### src/rtl/core_pkg.sv
// Shared definitions for the four-stage core.
// State encoding, datapath widths.
package core_pkg;

    localparam int PC_WIDTH   = 16;
    localparam int WORD_WIDTH = 32;

    typedef enum logic [2:0] {
        FETCH        = 3'd0,
        FETCH_WAIT   = 3'd1,
        DECODE       = 3'd2,
        OPERAND      = 3'd3,
        OPERAND_WAIT = 3'd4,
        WRITEBACK    = 3'd5,
        HALT         = 3'd6
    } state_e;

endpackage

### src/rtl/ram_port_mux.sv
// Static per-state arbitration of the single RAM port.
// Write strobes exist only in WRITEBACK and are killed by reset.
module ram_port_mux
    import core_pkg::*;
(
    input  state_e                  state_i,
    input  logic                    kill_i,
    input  logic [PC_WIDTH-1:0]     pc_i,
    input  logic [PC_WIDTH-1:0]     s2_read_address_i,
    input  logic [PC_WIDTH-1:0]     s3_ram_address_i,
    input  logic [WORD_WIDTH-1:0]   s3_ram_in_i,
    input  logic                    s3_ram_is_write_i,
    input  logic                    s3_output_is_write_i,
    output logic [PC_WIDTH-1:0]     ram_address_o,
    output logic [WORD_WIDTH-1:0]   ram_in_o,
    output logic                    ram_is_write_o,
    output logic                    output_is_write_o
);

    always_comb begin
        ram_address_o     = pc_i;
        ram_in_o          = '0;
        ram_is_write_o    = 1'b0;
        output_is_write_o = 1'b0;
        case (state_i)
            OPERAND, OPERAND_WAIT: begin
                ram_address_o = s2_read_address_i;
            end
            WRITEBACK: begin
                ram_address_o     = s3_ram_address_i;
                ram_in_o          = s3_ram_in_i;
                ram_is_write_o    = s3_ram_is_write_i & ~kill_i;
                output_is_write_o = s3_output_is_write_i & ~kill_i;
            end
            default: ;
        endcase
    end

endmodule

### src/rtl/stage_sequencer.sv
// Multi-cycle sequencer: steps one instruction through fetch,
// decode, operand read and writeback; owns pc and core flags.
module stage_sequencer
    import core_pkg::*;
#(
    parameter int                  RAM_WAIT = 1,
    parameter logic [PC_WIDTH-1:0] RESET_PC = '0
) (
    input  logic                  clk,
    input  logic                  reset,
    output logic [PC_WIDTH-1:0]   rom_address,
    input  logic [WORD_WIDTH-1:0] rom_data,
    output logic [PC_WIDTH-1:0]   ram_address,
    output logic [WORD_WIDTH-1:0] ram_in,
    output logic                  ram_is_write,
    input  logic [WORD_WIDTH-1:0] ram_out,
    output logic [WORD_WIDTH-1:0] instruction,
    input  logic                  s2_read_req,
    input  logic [PC_WIDTH-1:0]   s2_read_address,
    output logic [WORD_WIDTH-1:0] operand_value,
    input  logic [PC_WIDTH-1:0]   s3_ram_address,
    input  logic [WORD_WIDTH-1:0] s3_ram_in,
    input  logic                  s3_ram_is_write,
    input  logic                  s3_output_is_write,
    input  logic [PC_WIDTH-1:0]   s3_pc_next,
    input  logic                  s3_execute_from_ram_new,
    input  logic                  s3_is_powered_on_new,
    input  logic                  flag_zero_new,
    input  logic                  flag_update,
    output logic                  output_is_write,
    output logic [PC_WIDTH-1:0]   pc,
    output logic                  is_powered_on,
    output logic                  execute_from_ram,
    output logic                  flag_last_zero,
    output logic [2:0]            stage
);

    localparam logic [3:0] WAIT_CNT = 4'(RAM_WAIT);

    state_e                  state_q, state_d;
    logic [3:0]              cnt_q, cnt_d;
    logic [PC_WIDTH-1:0]     pc_q, pc_d;
    logic                    pwr_q, pwr_d;
    logic                    efr_q, efr_d;
    logic                    flz_q, flz_d;
    logic [WORD_WIDTH-1:0]   instr_q, instr_d;
    logic [WORD_WIDTH-1:0]   opnd_q, opnd_d;

    always_ff @(posedge clk) begin
        if (reset) begin
            state_q <= FETCH;
            cnt_q   <= '0;
            pc_q    <= RESET_PC;
            pwr_q   <= 1'b1;
            efr_q   <= 1'b0;
            flz_q   <= 1'b0;
            instr_q <= '0;
            opnd_q  <= '0;
        end else begin
            state_q <= state_d;
            cnt_q   <= cnt_d;
            pc_q    <= pc_d;
            pwr_q   <= pwr_d;
            efr_q   <= efr_d;
            flz_q   <= flz_d;
            instr_q <= instr_d;
            opnd_q  <= opnd_d;
        end
    end

    always_comb begin
        state_d = state_q;
        cnt_d   = cnt_q;
        pc_d    = pc_q;
        pwr_d   = pwr_q;
        efr_d   = efr_q;
        flz_d   = flz_q;
        instr_d = instr_q;
        opnd_d  = opnd_q;
        case (state_q)
            FETCH: begin
                if (!efr_q) begin
                    instr_d = rom_data;
                    state_d = DECODE;
                end else if (RAM_WAIT == 0) begin
                    instr_d = ram_out;
                    state_d = DECODE;
                end else begin
                    cnt_d   = WAIT_CNT;
                    state_d = FETCH_WAIT;
                end
            end
            // Data is sampled on the edge that ends the last wait cycle.
            FETCH_WAIT: begin
                if (cnt_q <= 4'd1) begin
                    cnt_d   = '0;
                    instr_d = ram_out;
                    state_d = DECODE;
                end else begin
                    cnt_d = cnt_q - 4'd1;
                end
            end
            DECODE: begin
                state_d = s2_read_req ? OPERAND : WRITEBACK;
            end
            OPERAND: begin
                if (RAM_WAIT == 0) begin
                    opnd_d  = ram_out;
                    state_d = WRITEBACK;
                end else begin
                    cnt_d   = WAIT_CNT;
                    state_d = OPERAND_WAIT;
                end
            end
            OPERAND_WAIT: begin
                if (cnt_q <= 4'd1) begin
                    cnt_d   = '0;
                    opnd_d  = ram_out;
                    state_d = WRITEBACK;
                end else begin
                    cnt_d = cnt_q - 4'd1;
                end
            end
            WRITEBACK: begin
                pc_d  = s3_pc_next;
                efr_d = s3_execute_from_ram_new;
                pwr_d = s3_is_powered_on_new;
                if (flag_update) begin
                    flz_d = flag_zero_new;
                end
                state_d = s3_is_powered_on_new ? FETCH : HALT;
            end
            HALT: ;
            default: state_d = FETCH;
        endcase
    end

    ram_port_mux u_mux (
        .state_i              (state_q),
        .kill_i               (reset),
        .pc_i                 (pc_q),
        .s2_read_address_i    (s2_read_address),
        .s3_ram_address_i     (s3_ram_address),
        .s3_ram_in_i          (s3_ram_in),
        .s3_ram_is_write_i    (s3_ram_is_write),
        .s3_output_is_write_i (s3_output_is_write),
        .ram_address_o        (ram_address),
        .ram_in_o             (ram_in),
        .ram_is_write_o       (ram_is_write),
        .output_is_write_o    (output_is_write)
    );

    assign rom_address      = pc_q;
    assign instruction      = instr_q;
    assign operand_value    = opnd_q;
    assign pc               = pc_q;
    assign is_powered_on    = pwr_q;
    assign execute_from_ram = efr_q;
    assign flag_last_zero   = flz_q;
    assign stage            = state_q;

endmodule

### config.mk
export PLATFORM = sky130hd
export DESIGN_NAME = stage_sequencer
export DESIGN_NICKNAME = d
export VERILOG_FILES = /design/src/rtl/core_pkg.sv /design/src/rtl/ram_port_mux.sv /design/src/rtl/stage_sequencer.sv
export SDC_FILE = /design/constraint.sdc
export NUM_CORES = 1
export LEC_CHECK = 0
export CAP_MARGIN = 20
export CORE_MARGIN = 2
export CORE_UTILIZATION = 32
export DETAILED_ROUTE_END_ITERATION = 10
export PLACE_DENSITY = 0.87
export SETUP_SLACK_MARGIN = 0.2
export SLEW_MARGIN = 40
export SYNTH_ARGS = -nofsm -noshare
export SYNTH_HDL_FRONTEND = slang
export SYNTH_SLANG_ARGS = --single-unit
### constraint.sdc
create_clock -name clk -period 2.1 [get_ports clk]
set_clock_uncertainty 0.15 [all_clocks]
set_input_delay 0.63 -clock clk [delete_from_list [all_inputs] [get_ports clk]]
set_output_delay 0.63 -clock clk [all_outputs]
set_load 0.02 [all_outputs]
**Run 1: where the registers sit**

Scale: 4 px per um.
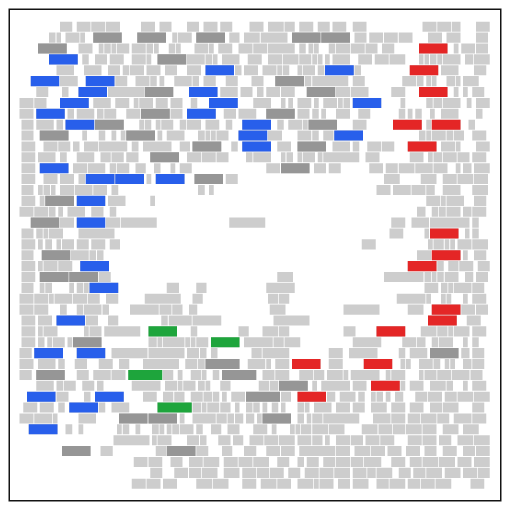
[green] cnt_q | flops: 4
[red] pc | flops: 16
[blue] instruction | flops: 32
Reg area: 1820 um2
Core Util, Final: 62.6%
P_seq: 2200 uW

**Run 1: signal wires by layer**

Scale: 3 px per um. Two of the layers only.
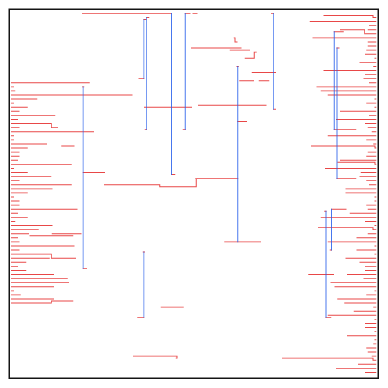
[red] M3 | wire length: 1400 um
[blue] M4 | wire length: 447 um
DR WL/cell: 16.9 um
total global-route track usage: 21.5%
drt total wl: 17500 um

==> CHANGELOG.md, run 1 <==
## Implementation

* Vias in the first global route at 4785
* Final WS setup at -0.415 ns
* Yosys reg bits at 90
* CP endpoint kind: primary output
* Full die area at 15000 um2
* Tally of OpenROAD warnings at 30
* Initial antenna violation count at 1
* Largest net degree at the start of global routing at about 69
* # Cells Yosys at 538
* Final Setup Violations at 50
* Failing checks: setup timing
* Status: finished, violations left
* Final setup TNS at -14.72 ns
* Worst hold path type: register to register
* Comb_multi_in at 383
* Met3 wire length at around 1400 um
* M1 GR Usage at 23.1%
* Die width at 123 um
* Fin. max-slew vios at 0
* P_int at 4650 uW
* Max-cap viol count at 0
* Clk latency late pin at 0.34 ns
* Most common cell in the synthesized netlist: nand2_1
* Setup Buffers After CTS at 7
* Clk_buf instances at 10
* Seq/total area at 21.1%
* Setup CP Type: register to primary output
* Fin area at roughly 8600 um2
* Slew headroom at between 50 and 60%
**Run 1: nets reached from selected ports**

Scale: 4 px per um.
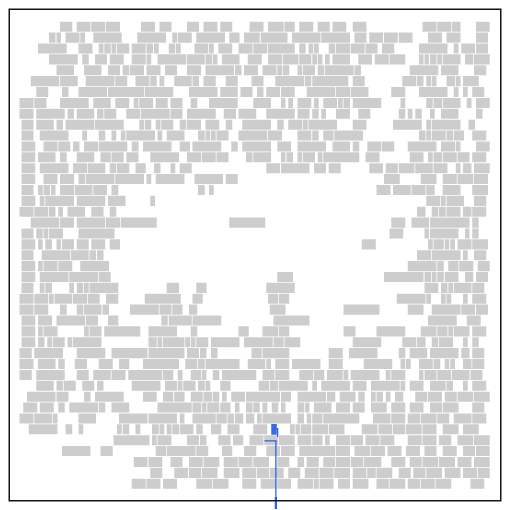
[blue] s3_execute_from_ram_new | direction: input | end cells: 1 | buffers: 1 | wire: 19.7 um
I/O pin cnt: 305
PortBufs: 304

## run 1: state kept, by name (all words and copies together) (netlist names)
register / cells
cnt_q: 4
flag_last_zero: 1
is_powered_on: 1
pc: 16
operand_value: 32
stage: 3
execute_from_ram: 1
instruction: 32
## run 1: per-stage QoR
step / hold WS (ns) / total power (uW) / util (%)
global route: 0.314 / 7840 / 62.6
detailed placement: 0.295 / 5750 / 57.8
finish: 0.300 / 7440 / 62.6
CTS: 0.303 / 7240 / 60.4
floorplan: 0.325 / 4260 / -
global placement: 0.291 / 5710 / 57.8
## run 1: kinds of logic after synthesis
kind of cell	after synthesis	share of synthesized area, %
xor+xnor	2	0.390
buf+inv	65	8.55
fa+ha+maj	2	0.557
simple gates	201	20.1
compound gates	146	23.2
flops	90	40.1
mux	32	7.13
## run 1: worst max-delay path, cell delays in order, from the launching register on
cell     delay, ns
dfxtp_4       0.36
buf_6         0.11
and3b_2       0.24
buf_6         0.16
buf_6         0.13
a22oi_2       0.16
nand2_2       0.09
buf_6         0.14
## run 1: cells in the final DEF (no fill, tap or decap), types with 3 or more instances in the layout
cell type and count:
clkdlybuf4s50_1 151, nand2_1 122, a21oi_1 87, dfxtp_1 85
dlygate4sd2_1 81, buf_6 55, and2_4 33, buf_4 33
mux2i_1 32, a211oi_2 32, nand2_2 17, a22oi_2 16
clkbuf_16 14, clkdlybuf4s15_1 12, buf_12 12, nor2_1 8
clkbuf_2 6, dfxtp_4 5, buf_2 5, nand2b_1 3
nor3_1 3
## run 1: path summary, 6_finish.rpt
check | from | end | slack [ns]
max | stage[0] | ram_address[6] | -0.42
min | operand_value[0] | operand_value[0] | 0.30
min reg2reg | operand_value[0] | operand_value[0] | 0.30
max reg2reg | cnt_q[0] | instruction[24] | 0.27
**Run 1: placed standard cells**

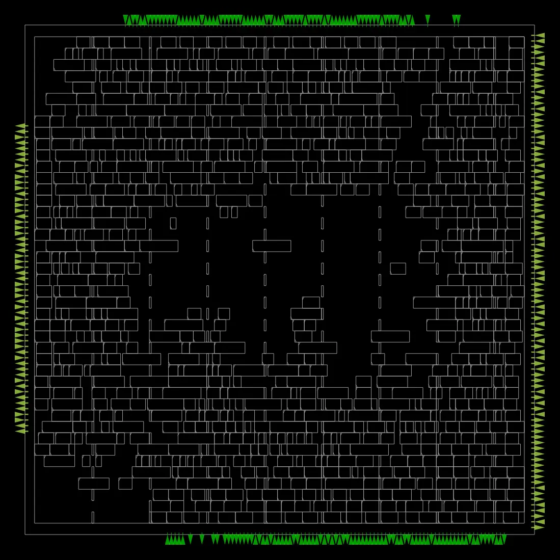

==> run 2, diff against run 1 <==
--- a/config.mk
+++ b/config.mk
@@ -6,10 +6,12 @@
 export NUM_CORES = 1
 export LEC_CHECK = 0
 export CAP_MARGIN = 20
+export CELL_PAD_IN_SITES_DETAIL_PLACEMENT = 2
+export CELL_PAD_IN_SITES_GLOBAL_PLACEMENT = 2
 export CORE_MARGIN = 2
-export CORE_UTILIZATION = 32
+export CORE_UTILIZATION = 17
 export DETAILED_ROUTE_END_ITERATION = 10
-export PLACE_DENSITY = 0.87
+export PLACE_DENSITY = 0.88
 export SETUP_SLACK_MARGIN = 0.2
 export SLEW_MARGIN = 40
 export SYNTH_ARGS = -nofsm -noshare
**Run 2: placed standard cells**

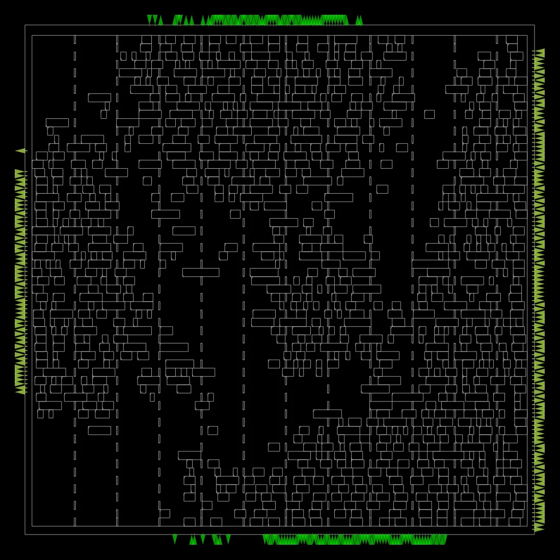
Filler cells: 2868
Core Util, Final: 34.7%
Seq cells: 90
tapcell count: 335

==> CHANGELOG.md, run 2 <==
## Implementation

* Status: finished, violations left (unchanged)
* Failing checks: setup timing (unchanged)
* CP peak stage delay at 0.41 ns (was 0.36 ns)
* Yosys reg bits at 90 (unchanged)
* Full die area at 27800 um2 (was 15000 um2)
* Drt total wl at 23400 um (was 17500 um)
* Syn Inst Count at 538 (unchanged)
* Top delay family on crit path: simple AND/OR/NAND/NOR gates (was buffers and inverters)
* PortBufs at 304 (unchanged)
* Nets@finish at 1006 (was 1003)
* Power in combinational cells at 4100 uW (was 3640 uW)
* Vias per cell at 4.37 (was 4.93)
* Initial antenna violation count at 1 (unchanged)
* P_int at 4850 uW (was 4650 uW)
* Setup CP Type: register to primary output (unchanged)
* Total global-route track usage at 16.4% (was 21.5%)
* Tally of OpenROAD warnings at 30 (unchanged)
* DR WL/cell at 19.6 um (was 16.9 um)
* Vias in the first global route at 5813 (was 4785)
* Clk latency late pin at 0.35 ns (was 0.34 ns)
* Most frequent cells in the layout: clkdlybuf4s50_1 (151), nand2_1 (120), dfxtp_1 (84) (was clkdlybuf4s50_1 (151), nand2_1 (122), a21oi_1 (87))
* Die width at 167 um (was 123 um)
* Most used logic cell in the final layout: clkdlybuf4s50_1 (unchanged)
* Post-layout min period at 2.46 ns (was 2.52 ns)
* Final WS setup at -0.356 ns (was -0.415 ns)
* # Cells Yosys at 538 (unchanged)
* Slew headroom at 51.0% (was 56.9%)
* Floorplan Nets at 693 (unchanged)
* FF-to-FF Start: cnt_q[0] (unchanged)
* P_seq at 2250 uW (was 2200 uW)
* Final Setup Violations at 50 (unchanged)
* Crit path from: stage[1] (was stage[0])
* Critical-path top delay cell: and3b_4 (was dfxtp_4)
* Most used cell, CP: buf_6 (unchanged)
* Met3 wire length at 1510 um (was 1400 um)
* Largest net degree at the start of global routing at 53 (was 69)
* Fin area at 9030 um2 (was 8630 um2)
* I/O pin cnt at 305 (unchanged)
* CP endpoint kind: primary output (unchanged)
* Worst hold start: operand_value[31] (was operand_value[0])
**Run 2: nets reached from selected ports**

Scale: 3 px per um.
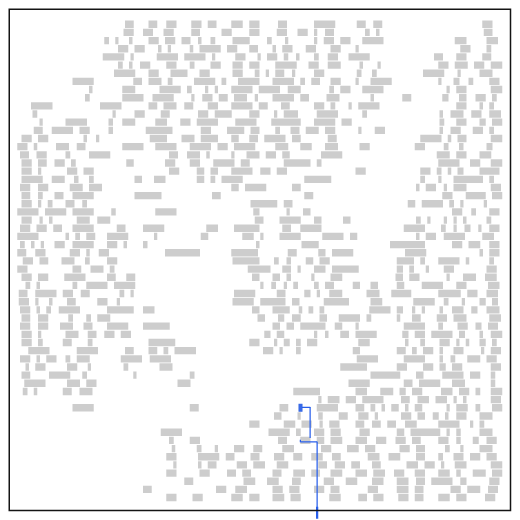
[blue] s3_execute_from_ram_new | direction: input | end cells: 1 | buffers: 1 | wire: 41.4 um

==> run 2: cell counts after synthesis <==
No cell type changed its count.
==> run 2: final timing paths <==
| path | end | slack [ns] | depth (start not counted) |
|---|---|---|---|
| max | ram_address[7] | -0.36 | 6 |
| min | operand_value[31] | 0.30 | 2 |
| max reg2reg | instruction[11] | 0.17 | 7 |
| min reg2reg | operand_value[31] | 0.30 | 2 |
==> run 2: final cells by class <==
cell class | instances | area (um2)
fillers | 2868 | 17000
repair buffers | 365 | 3760
multi-input cells | 383 | 2730
flip-flops and latches | 90 | 1820
well taps | 335 | 419
clock buffers | 10 | 239
clock inverters | 6 | 53.8
inverters | 2 | 10.0
==> run 2: what timing repair did <==
item,4_1_cts,5_1_grt
pin swaps,13,16
resized,397,141
cloned,6,2
buffers inserted,17,3
setup endpoints to repair,216,128
==> run 2: cell families (layout without fill, tap and decap cells) <==
family	after synthesis	after routing	synth area share, %
muxes	32	32	7.13
xor gates and xnor gates	2	2	0.390
AOI/OAI and AO/OA	146	146	23.2
adders and majority gates	2	2	0.557
buffers and inverters	65	383	8.55
and+or+nand+nor	201	201	20.1
DFF	90	90	40.1
==> run 2: stage by stage <==
stage	worst slack [ns]	std cells	setup TNS (ns)	total power, uW
finish	-0.356	1191	-14.17	8010
global route	-0.419	1191	-17.29	8480
CTS	-0.418	1186	-16.57	7910
detailed placement	-0.616	1147	-26.40	6010
global placement	-0.616	1147	-25.69	5900
floorplan	0.0757	538	0	4260
==> run 2: tightest hold or removal path: cells and delay by family, from the launching register on <==
kind	cells	cell delay, ns
DFF	1	0.31
and+or+nand+nor	1	0.05
AOI/OAI and AO/OA	1	0.05
**Run 2: signal wires by layer**

Scale: 2 px per um. Two of the layers only.
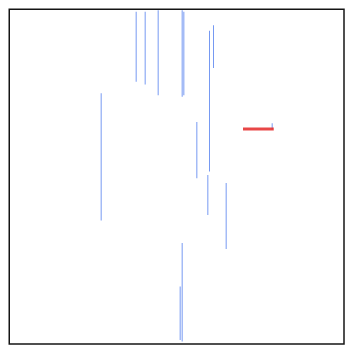

==> run 3, diff against run 2 <==
--- a/config.mk
+++ b/config.mk
@@ -11,9 +11,10 @@
 export CORE_MARGIN = 2
 export CORE_UTILIZATION = 17
 export DETAILED_ROUTE_END_ITERATION = 10
-export PLACE_DENSITY = 0.88
+export PLACE_DENSITY = 0.85
 export SETUP_SLACK_MARGIN = 0.2
 export SLEW_MARGIN = 40
 export SYNTH_ARGS = -nofsm -noshare
 export SYNTH_HDL_FRONTEND = slang
 export SYNTH_SLANG_ARGS = --single-unit
+export TNS_END_PERCENT = 5
**Run 3: signal wires by layer**

Scale: 2 px per um. Two of the layers only.
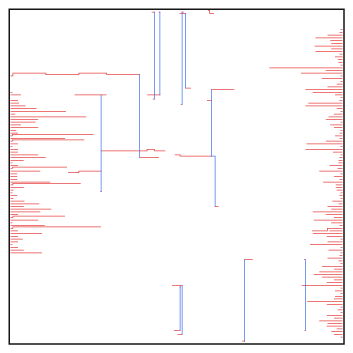
[red] M3 | wire length: 1560 um
[blue] M4 | wire length: 441 um
routed via count: 5087
drt total wl: 21700 um

==> CHANGELOG.md, run 3 <==
## Implementation

* Status: finished, violations left (unchanged)
* Failing checks: setup timing (unchanged)
* Reg2reg path depth at 6 (was 7)
* Basic Gates by Area at 20.1% (unchanged)
* Aoi share at 23.2% (unchanged)
* Most frequent cells in the layout: clkdlybuf4s50_1 (151), nand2_1 (122), dfxtp_1 (83) (was clkdlybuf4s50_1 (151), nand2_1 (120), dfxtp_1 (84))
* Post-layout min period at 2.44 ns (was 2.46 ns)
* Final WS setup at -0.341 ns (was -0.356 ns)
* Slew headroom at 68.2% (was 51.0%)
* Critical Path End: ram_address[2] (was ram_address[7])
* Hold slack at 0.303 ns (was 0.305 ns)
* P_int at 4790 uW (was 4850 uW)
* Most common cell in the synthesized netlist: nand2_1 (unchanged)
* Final setup TNS at -13.40 ns (was -14.17 ns)
* P_seq at 2220 uW (was 2250 uW)
* XOR/XNOR Area Share at 0.390% (unchanged)
* Die width at 167 um (unchanged)
* FF-to-FF Start: stage[0] (was cnt_q[0])
* Power in combinational cells at 3620 uW (was 4100 uW)
* Syn Inst Count at 538 (unchanged)
* Yosys reg bits at 90 (unchanged)
* Pwr Total at 7700 uW (was 8010 uW)
* Final Setup Violations at 50 (unchanged)
* Clk latency late pin at 0.34 ns (was 0.35 ns)
* I/O pin cnt at 305 (unchanged)
* Largest net degree at the start of global routing at 83 (was 53)
* Max-cap viol count at 0 (unchanged)
* CP endpoint kind: primary output (unchanged)
* Nets@finish at 984 (was 1006)
* Worst hold path type: register to register (unchanged)
* Vias in the first global route at 5642 (was 5813)
* Tally of OpenROAD warnings at 30 (unchanged)
* Filler cells at 2904 (was 2868)
* Adder share at 0.557% (unchanged)
* Worst hold start: operand_value[12] (was operand_value[31])
* Crit path from: stage[2] (was stage[1])
* Area fraction in mux cells at 7.13% (unchanged)
* Worst R2R Setup Slack at 0.13 ns (was 0.17 ns)
* Most used logic cell in the final layout: clkdlybuf4s50_1 (unchanged)
* # Cells Yosys at 538 (unchanged)
* Full die area at 27800 um2 (unchanged)
* Setup CP Type: register to primary output (unchanged)
* Fin area at 8650 um2 (was 9030 um2)
**Run 3: wire density map**

Scale: 2 px per um. 33 x 33 tiles, from dark blue (low) to red (high), scaled to the fullest tile. Values are wire area over tile area, all layers added.
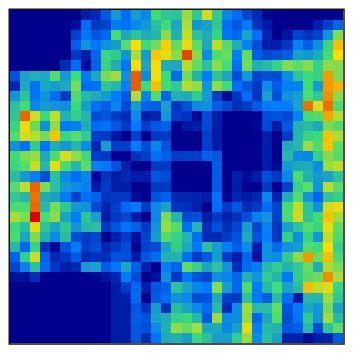
mean over tiles: 0.13
fullest tile: 0.46
tiles over half the peak: 17%
emptiest ninth of the die: lower left
total global-route track usage: 15.3%
DR WL/cell: 18.6 um

-- run 3: per-layer routing --
| layer | GRT usage, % | up-vias | wire (um) |
|---|---|---|---|
| met5 | 0 | - | 0 |
| met4 | 4.09 | 0 | 441 |
| met3 | 4.94 | 26 | 1560 |
| met2 | 28.0 | 201 | 11200 |
| met1 | 16.9 | 2465 | 8520 |
| li1 | - | 2395 | - |
-- run 3: kinds of logic after synthesis --
| group | after synthesis |
|---|---|
| adder cells (fa/ha/maj) | 2 |
| flip-flops | 90 |
| XOR/XNOR | 2 |
| multiplexers | 32 |
| AND-OR/OR-AND | 146 |
| AND/OR/NAND/NOR | 201 |
| buffers and inverters | 65 |
-- run 3: cell type report --
cell class              instances  area, um2  share of cell area [%]
multi-input cells             383       2600                    30.1
clock buffers                  11        253                    2.92
flip-flops and latches         90       1820                    21.0
clock inverters                 5       85.1                   0.984
well taps                     335        419                    4.85
inverters                       2       7.51                  0.0868
repair buffers                343       3460                    40.0
-- run 3: critical path: stages, from the launching register on --
cell and delay [ns]:
dfxtp_4 0.36, nor3b_4 0.15, o21bai_4 0.21, buf_16 0.17
a22oi_2 0.19, nand2_2 0.10, buf_6 0.14
-- run 3: per-stage QoR --
step | std cells | util (%)
2_1_floorplan | 538 | -
3_3_place_gp | 1148 | 31.4
3_5_place_dp | 1148 | 31.4
4_1_cts | 1167 | 32.7
5_1_grt | 1169 | 33.3
6_report | 1169 | 33.3
-- run 3: what timing repair did --
| action | CTS | global route |
|---|---|---|
| cloned | 1 | 2 |
| pin swaps | 11 | 44 |
| endpoints found under the setup margin | 190 | 148 |
| gates resized | 433 | 73 |
| setup buffers | 2 | 0 |
Power figures rest on the tool's default switching activity, not on a simulated workload.
